[src/rtl/rot_issue_queue.sv]
// Issue queue in front of the 32-bit combinational rotate-right unit: FIFO of requests, left-to-right
// amount conversion, and a registered result slot. Optional macro ROT_ISSUE_STATS_EN adds a
// 16-bit saturating count of output handshakes on port stat_done.
module rot_issue_queue #(
  parameter int DEPTH = 4,
  parameter int AW    = 2
) (
  input  logic        clk,
  input  logic        rst,
  input  logic        in_valid,
  output logic        in_ready,
  input  logic [31:0] in_data,
  input  logic [4:0]  in_amount,
  input  logic        in_left,
  output logic [31:0] rot_data,
  output logic [4:0]  rot_amount,
  input  logic [31:0] rot_result,
  output logic        out_valid,
  input  logic        out_ready,
`ifdef ROT_ISSUE_STATS_EN
  output logic [31:0] out_data,
  output logic [15:0] stat_done
`else
  output logic [31:0] out_data
`endif
);

  localparam logic [AW:0]   FULL_CNT = DEPTH[AW:0];
  localparam logic [AW-1:0] PTR_ONE  = {{(AW-1){1'b0}}, 1'b1};
  localparam logic [AW:0]   CNT_ONE  = {{AW{1'b0}}, 1'b1};

  // A left rotate by n equals a right rotate by (32 - n) mod 32, i.e. the 5-bit negation.
  function automatic logic [4:0] to_right_amount(input logic [4:0] amount, input logic left);
    if (left) begin
      return 5'd0 - amount;
    end else begin
      return amount;
    end
  endfunction

  logic [31:0]   data_mem_r [DEPTH];
  logic [4:0]    amt_mem_r  [DEPTH];
  logic [AW-1:0] wr_ptr_r;
  logic [AW-1:0] rd_ptr_r;
  logic [AW:0]   count_r;
  logic          push_s;
  logic          pop_s;
  logic          slot_free_s;

  assign in_ready    = (count_r != FULL_CNT);
  assign push_s      = in_valid && in_ready;
  assign slot_free_s = !out_valid || out_ready;
  assign pop_s       = (count_r != {(AW+1){1'b0}}) && slot_free_s;
  assign rot_data    = data_mem_r[rd_ptr_r];
  assign rot_amount  = amt_mem_r[rd_ptr_r];

  // Entry storage: written on push, deliberately not reset.
  always_ff @(posedge clk) begin
    if (push_s) begin
      data_mem_r[wr_ptr_r] <= in_data;
      amt_mem_r[wr_ptr_r]  <= to_right_amount(in_amount, in_left);
    end
  end

  // Pointers and occupancy.
  always_ff @(posedge clk or posedge rst) begin
    if (rst) begin
      wr_ptr_r <= {AW{1'b0}};
      rd_ptr_r <= {AW{1'b0}};
      count_r  <= {(AW+1){1'b0}};
    end else begin
      if (push_s) begin
        wr_ptr_r <= wr_ptr_r + PTR_ONE;
      end
      if (pop_s) begin
        rd_ptr_r <= rd_ptr_r + PTR_ONE;
      end
      case ({push_s, pop_s})
        2'b10:   count_r <= count_r + CNT_ONE;
        2'b01:   count_r <= count_r - CNT_ONE;
        default: count_r <= count_r;
      endcase
    end
  end

  // Output slot captures the rotator result for the head entry when it pops.
  always_ff @(posedge clk or posedge rst) begin
    if (rst) begin
      out_valid <= 1'b0;
      out_data  <= 32'd0;
    end else if (pop_s) begin
      out_valid <= 1'b1;
      out_data  <= rot_result;
    end else if (out_valid && out_ready) begin
      out_valid <= 1'b0;
    end else begin
      out_valid <= out_valid;
    end
  end

`ifdef ROT_ISSUE_STATS_EN
  // Saturating count of completed output handshakes.
  always_ff @(posedge clk or posedge rst) begin
    if (rst) begin
      stat_done <= 16'd0;
    end else if (out_valid && out_ready && (stat_done != 16'hFFFF)) begin
      stat_done <= stat_done + 16'd1;
    end else begin
      stat_done <= stat_done;
    end
  end
`endif

endmodule

[config.mk]
export PLATFORM = sky130hd
export DESIGN_NAME = rot_issue_queue
export DESIGN_NICKNAME = d
export VERILOG_FILES = /design/src/rtl/rot_issue_queue.sv
export SDC_FILE = /design/constraint.sdc
export NUM_CORES = 1
export LEC_CHECK = 0
export CORE_UTILIZATION = 55
export CTS_BUF_LIST = sky130_fd_sc_hd__clkbuf_8 sky130_fd_sc_hd__clkbuf_16
export DETAILED_ROUTE_END_ITERATION = 8
export GPL_ROUTABILITY_DRIVEN = 1
export PLACE_DENSITY = 0.9
export SETUP_SLACK_MARGIN = 0.02
export SKIP_LAST_GASP = 1
export SLEW_MARGIN = 25
export SYNTH_ARGS = -nofsm -noshare
export SYNTH_HDL_FRONTEND = slang
export SYNTH_SLANG_ARGS = --single-unit
[constraint.sdc]
create_clock -name clk -period 5.14 [get_ports clk]
set_clock_uncertainty 0.15 [all_clocks]
set_input_delay 1.028 -clock clk [delete_from_list [all_inputs] [get_ports clk]]
set_output_delay 1.028 -clock clk [all_outputs]
set_load 0.01 [all_outputs]
Fig. 1: placed standard cells
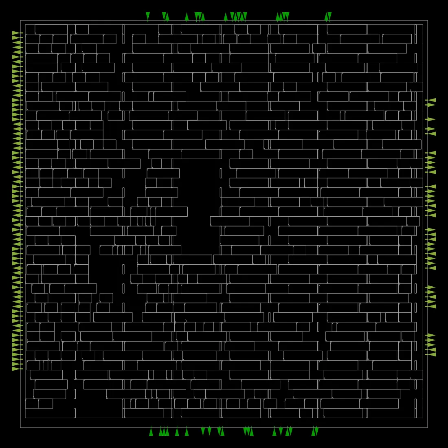
Tap Cells: 172
fillers: 713

Fig. 2: port wiring
Drawn at 2 px/um.
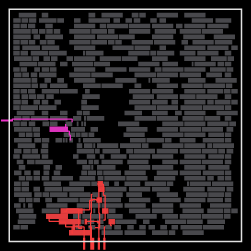
magenta -> `out_valid`  # bits 1, direction output, edge left, end cells 1, buffers 1, wire 41.2 um
red -> `in_amount`  # bits 5, direction input, edge bottom, end cells 11, buffers 5, wire 179 um

==> results.toml <==
# flow metrics
[worst_setup_path]
critPathMaxStageDelay_ns = 0.76
crit_chain = "buf_4 -> mux4_2 -> clkdlybuf4s50_1"
cp.arrival_ns = 2.62
worstSetupPathType = "flip-flop to output port"
worstReg2RegEnd = "count_r[2]$_DFFE_PP0P_"
worstSetupEndpointType = "output port"
crit_fanout = 18
critPathLaunch = "rd_ptr_r[0]$_DFFE_PP0P_"
reg2reg_slack_ns = 2.73
rr_worst_depth = 9
cp_slowest_cell = "dfrtp_2"
startpoint_type = "flip-flop"

[status]
outcome = "finished, final reports clean"

[die]
fp_util_pct = 56.3
die_x_um = 115
num_rows = 41
die_y_um = 115
chipArea_um2 = 13300
core-area_um2 = 12600

[placement]
dp_hpwl_um = 8550
port_buffers = 144
place_ws_ns = 1.73
dpl_cell_area_um2 = 8690
dp_cells = 623

[route]
drt_iter0_drc = 240
firstDrtPassIters = 4
wl_met3_um = 1280
wl_met1_um = 5080
ant_nets = 0
vias_per_cell = 5.46
drc = 0

[cts]
cts_resized = 0
cts.clk_slew.worst_paths_ns = 0.06
cts_root_buffer = "clkbuf_16"
cts_sinks = 188
post_cts.repair.setup_buffers = 0
numCtsBuffers = 17
cts_tree = "yes"

[global_routing]
antenna_found_initial = 0
grt_pass1_wl_um = 20600
grt_max_degree = 41
grt_pass1_vias = 3952

[timing]
setup_ws_ns = 1.35
setup_viol = 0
fin_crit_ns = 3.79
fmax_mhz = 264
fin_crit_sh_pct = 73.8
relSlewSlack_pct = 33.2
tns_ns = 0
whs_ns = 0.348
hold_viol = 0

[synthesis]
top_area_share_pct = 62.8
ys.flop_type = "edfxtp_1"
yosysMostFrequentCell = "edfxtp_1"
numSynthFlops = 188
syn_nets = 395
ys_cells = 314
synthArstFlopShare_pct = 21.3
yosysUniqueCellTypes = 27
synthCells = 314
edf_count = 148
ys_warn_count = 0
yosys-top-cells-count = "edfxtp_1 (148), dfrtp_1 (40), mux4_2 (37)"
largest_area_cell = "edfxtp_1"

[min_path]
hold_path_end = "out_data[22]$_DFFE_PP0P_"
worstHoldStart = "out_data[22]$_DFFE_PP0P_"

[pwr]
finalPower_mw = 5.39
cellLeakagePower_nw = 3.27
netSwitchingPower_mw = 1.48

[cells_and_area]
drive_gt1_share_pct = 22.8
syn2layout_area_growth_pct = 31.7
final_cells = 655
Fig. 3: cell density map
Drawn at 3 px/um. 12 x 12 tiles, from dark blue (low) to red (high), 0 to 100% covered.
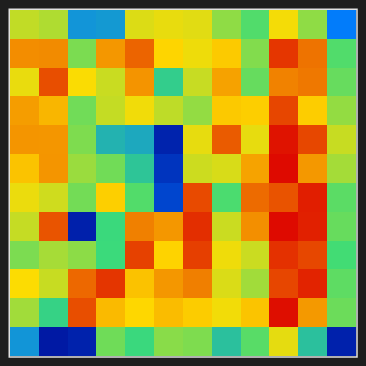
densest ninth of the die = right middle
fullest tile = 99%
mean over tiles = 68%
tiles over 75% full = 42%

Fig. 4: signal wires on met1
Drawn at 4 px/um. Supply wires on this layer in gray.
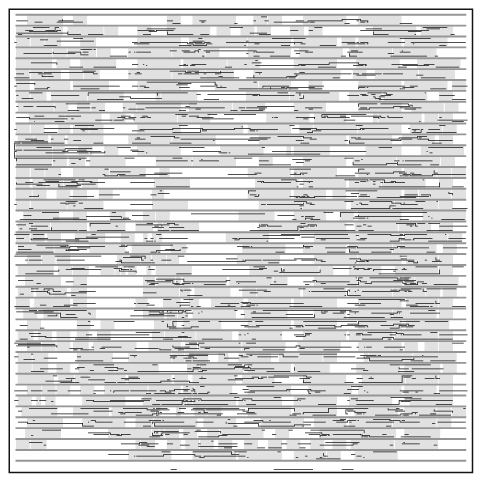
main direction = horizontal
wire length on this layer = 5,080 um

cell type report:
cell class / instances / area [um2] / area share [%]
clock inverters: 15 / 195 / 2.10
inverters: 11 / 41.3 / 0.443
repair buffers: 148 / 1470 / 15.8
well taps: 172 / 215 / 2.31
clock buffers: 17 / 425 / 4.57
flip-flops and latches: 188 / 5450 / 58.5
multi-input cells: 104 / 1520 / 16.3
cell families (layout without fill, tap and decap cells):
| logic type | after synthesis | after routing | synth area share [%] |
|---|---|---|---|
| AOI/OAI and AO/OA | 4 | 4 | 0.407 |
| DFF | 188 | 188 | 77.0 |
| adders and majority gates | 7 | 7 | 1.34 |
| xor gates and xnor gates | 9 | 9 | 1.11 |
| and+or+nand+nor | 13 | 13 | 1.27 |
| muxes | 71 | 71 | 17.2 |
| buffers and inverters | 22 | 191 | 1.68 |
placed cells by master (no fill, tap or decap):
| cell type | netlist | layout |
|---|---|---|
| nor2_1 | 1 | 1 |
| dfrtp_1 | 40 | 38 |
| mux2_2 | 30 | 30 |
| ha_1 | 6 | 6 |
| edfxtp_1 | 148 | 148 |
| o31ai_1 | 2 | 2 |
| o21ai_0 | 1 | 1 |
| bufinv_16 | 0 | 4 |
| nor3_2 | 1 | 1 |
| inv_1 | 11 | 12 |
| and3b_1 | 1 | 1 |
| clkdlybuf4s50_1 | 0 | 144 |
| clkinv_4 | 0 | 3 |
| clkinvlp_4 | 0 | 1 |
| buf_4 | 2 | 4 |
| clkbuf_16 | 0 | 17 |
| mux2_1 | 2 | 2 |
| and3_2 | 4 | 4 |
| dfrtp_2 | 0 | 2 |
| mux2i_1 | 1 | 1 |
| clkinv_1 | 0 | 3 |
| mux4_2 | 37 | 37 |
| inv_6 | 0 | 3 |
| fa_1 | 1 | 1 |
| nand2b_1 | 1 | 1 |
| xnor2_1 | 5 | 5 |
| and2_4 | 1 | 1 |
| xor2_1 | 4 | 4 |
| a21oi_4 | 0 | 1 |
| or3b_4 | 1 | 1 |
| nand2_1 | 3 | 3 |
| mux2_4 | 1 | 1 |
layer usage:
| metal | vias to the layer above | track usage [%] |
|---|---|---|
| li1 | 1565 | - |
| met1 | 1834 | 25.6 |
| met2 | 171 | 36.4 |
| met3 | 9 | 9.26 |
| met4 | 0 | 8.14 |
| met5 | - | 0 |
flip-flops by register name, summed over array words and instances, names as in the netlist:
signal / count
data_mem_r: 128
out_data: 32
amt_mem_r: 20
count_r: 3
rd_ptr_r: 2
wr_ptr_r: 2
out_valid: 1
power by group through the flow:
stage	Clock (mW)	Combinational (mW)	Sequential, mW
4_1_cts	1.38	1.77	2.30
3_5_place_dp	0	1.76	2.32
6_report	1.36	1.74	2.29
2_1_floorplan	0	0.965	2.22
5_1_grt	1.44	1.86	2.33
3_3_place_gp	0	1.70	2.29
critical path, delay by kind of cell, from the launching register on:
family	cells	cell delay (ns)
flops	1	0.76
buf+inv	2	0.88
mux	1	0.54
Power and IR drop assume default switching activity.
